===== src/rtl/sum_collector.sv =====
// sum_collector: batches NUM_SAMPLES 5-bit adder results into a saturating total with carry count.
// Ports: clk/rst (sync, active-high); in_valid/in_ready + sum1..sum4,c_out form the sample input;
// clear aborts the batch; out_valid/out_ready release the batch; acc_out, carry_cnt, ovf report it.
module sum_collector #(
  parameter int NUM_SAMPLES = 4,
  parameter int ACC_W = 8
) (
  input  logic             clk,
  input  logic             rst,
  input  logic             in_valid,
  output logic             in_ready,
  input  logic             sum1,
  input  logic             sum2,
  input  logic             sum3,
  input  logic             sum4,
  input  logic             c_out,
  input  logic             clear,
  output logic             out_valid,
  input  logic             out_ready,
  output logic [ACC_W-1:0] acc_out,
  output logic [3:0]       carry_cnt,
  output logic             ovf
);
  typedef enum logic [1:0] {IDLE, ACC, DONE} state_t;
  state_t state;
  logic [3:0] cnt;
  logic [3:0] cnt_next;
  logic [ACC_W:0] total;
  assign cnt_next = cnt + 4'd1;
  // One extra bit on the sum exposes overflow for saturation.
  assign total = {1'b0, acc_out} + {{(ACC_W-4){1'b0}}, c_out, sum4, sum3, sum2, sum1};
  always_ff @(posedge clk) begin
    if (rst || clear || (state == DONE && out_ready)) begin
      state     <= IDLE;
      cnt       <= '0;
      acc_out   <= '0;
      carry_cnt <= '0;
      ovf       <= 1'b0;
      in_ready  <= 1'b1;
      out_valid <= 1'b0;
    end else if (state != DONE && in_valid) begin
      acc_out   <= total[ACC_W] ? '1 : total[ACC_W-1:0];
      ovf       <= ovf | total[ACC_W];
      carry_cnt <= carry_cnt + {3'b0, c_out};
      cnt       <= cnt_next;
      state     <= (cnt_next == 4'(NUM_SAMPLES)) ? DONE : ACC;
      in_ready  <= cnt_next != 4'(NUM_SAMPLES);
      out_valid <= cnt_next == 4'(NUM_SAMPLES);
    end
  end
endmodule


===== config.mk =====
export PLATFORM = sky130hd
export DESIGN_NAME = sum_collector
export DESIGN_NICKNAME = d
export VERILOG_FILES = /design/src/rtl/sum_collector.sv
export SDC_FILE = /design/constraint.sdc
export NUM_CORES = 1
export LEC_CHECK = 0
export CAP_MARGIN = 20
export CORE_MARGIN = 5
export CORE_UTILIZATION = 29
export DETAILED_ROUTE_END_ITERATION = 12
export RECOVER_POWER = 100
export SYNTH_ARGS = -nofsm -noshare
export SYNTH_HDL_FRONTEND = slang
export SYNTH_SLANG_ARGS = --single-unit

===== constraint.sdc =====
create_clock -name clk -period 2.23 [get_ports clk]
set_input_delay 0.3345 -clock clk [delete_from_list [all_inputs] [get_ports clk]]
set_output_delay 0.3345 -clock clk [all_outputs]
set_load 0.05 [all_outputs]

==> Changelog: implementation <==
### Implementation results

* Met2 Usage GRT at 18.2%
* Avg Inst Size Synth at 9.12 um2
* Critical-path top delay cell: clkdlybuf4s50_1
* CP endpoint: acc_out[6]
* DP HPWL at 2010 um
* Total Power at 795 uW
* Levels on crit path at 8
* Most Used Layer, Global Route: met2
* Comb pwr share at 19.0%
* Final Hold Vio Count at 0
* Adder Area Share at 11.2%
* Largest Register: acc_out
* # Post-CTS Setup Buffers at 0
* Sequential area share after synthesis at 37.2%
* Fill count at 395
* Crit. End Element: flop
* Diodes inserted at 0
* Final Util at 40.4%
* RR Startpoint: acc_out[0]
* CTS tree: yes
* Top Layer Used: met4
* Endpoints failing setup at 0
* Chip area at 5030 um2
* Drt via density at 4.93
* Simple-Gate Area Share at 20.0%
* Met3 wire length at 136 um
* Status: finished clean
* Reg2reg path depth at 7
* Largest net degree at the start of global routing at 16
* Yosys cell types at 34
* Bufs w/o clock at 32
* Routability cong. at 0.832
* Cells after Synth at 118
* Inverters at 3
* Cell Area, Synth at 1080 um2
* Kind of critical path: in2reg
* Root Buffer: clkbuf_8
* Num tapcells at 48
Figure 1. Register map, names as in the netlist.
(4 px per um) Other sequential cells in the stronger gray, the rest of the logic in the fainter gray.
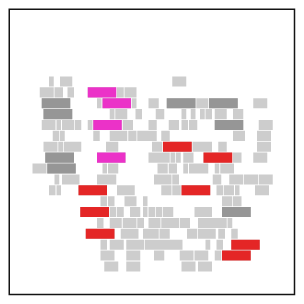
Magenta marks cnt, flops 4. Red marks acc_out, flops 8.
Another 8 sequential cells are not colored.

Figure 2. Clock wires, drivers and flops.
(6 px per um)
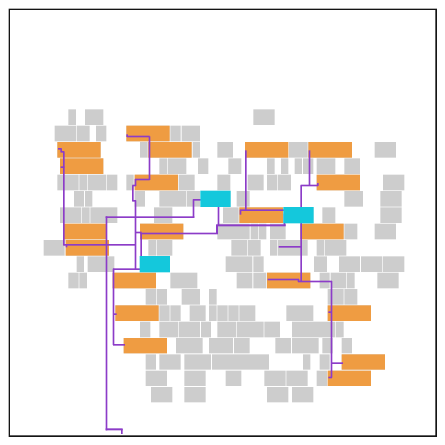
Cyan marks cells driving clock nets, count 3. Orange marks flip-flops, count 20. Purple marks clock wires, length 258 um.
There are 4 routed clock nets.

Power and IR drop assume default switching activity.
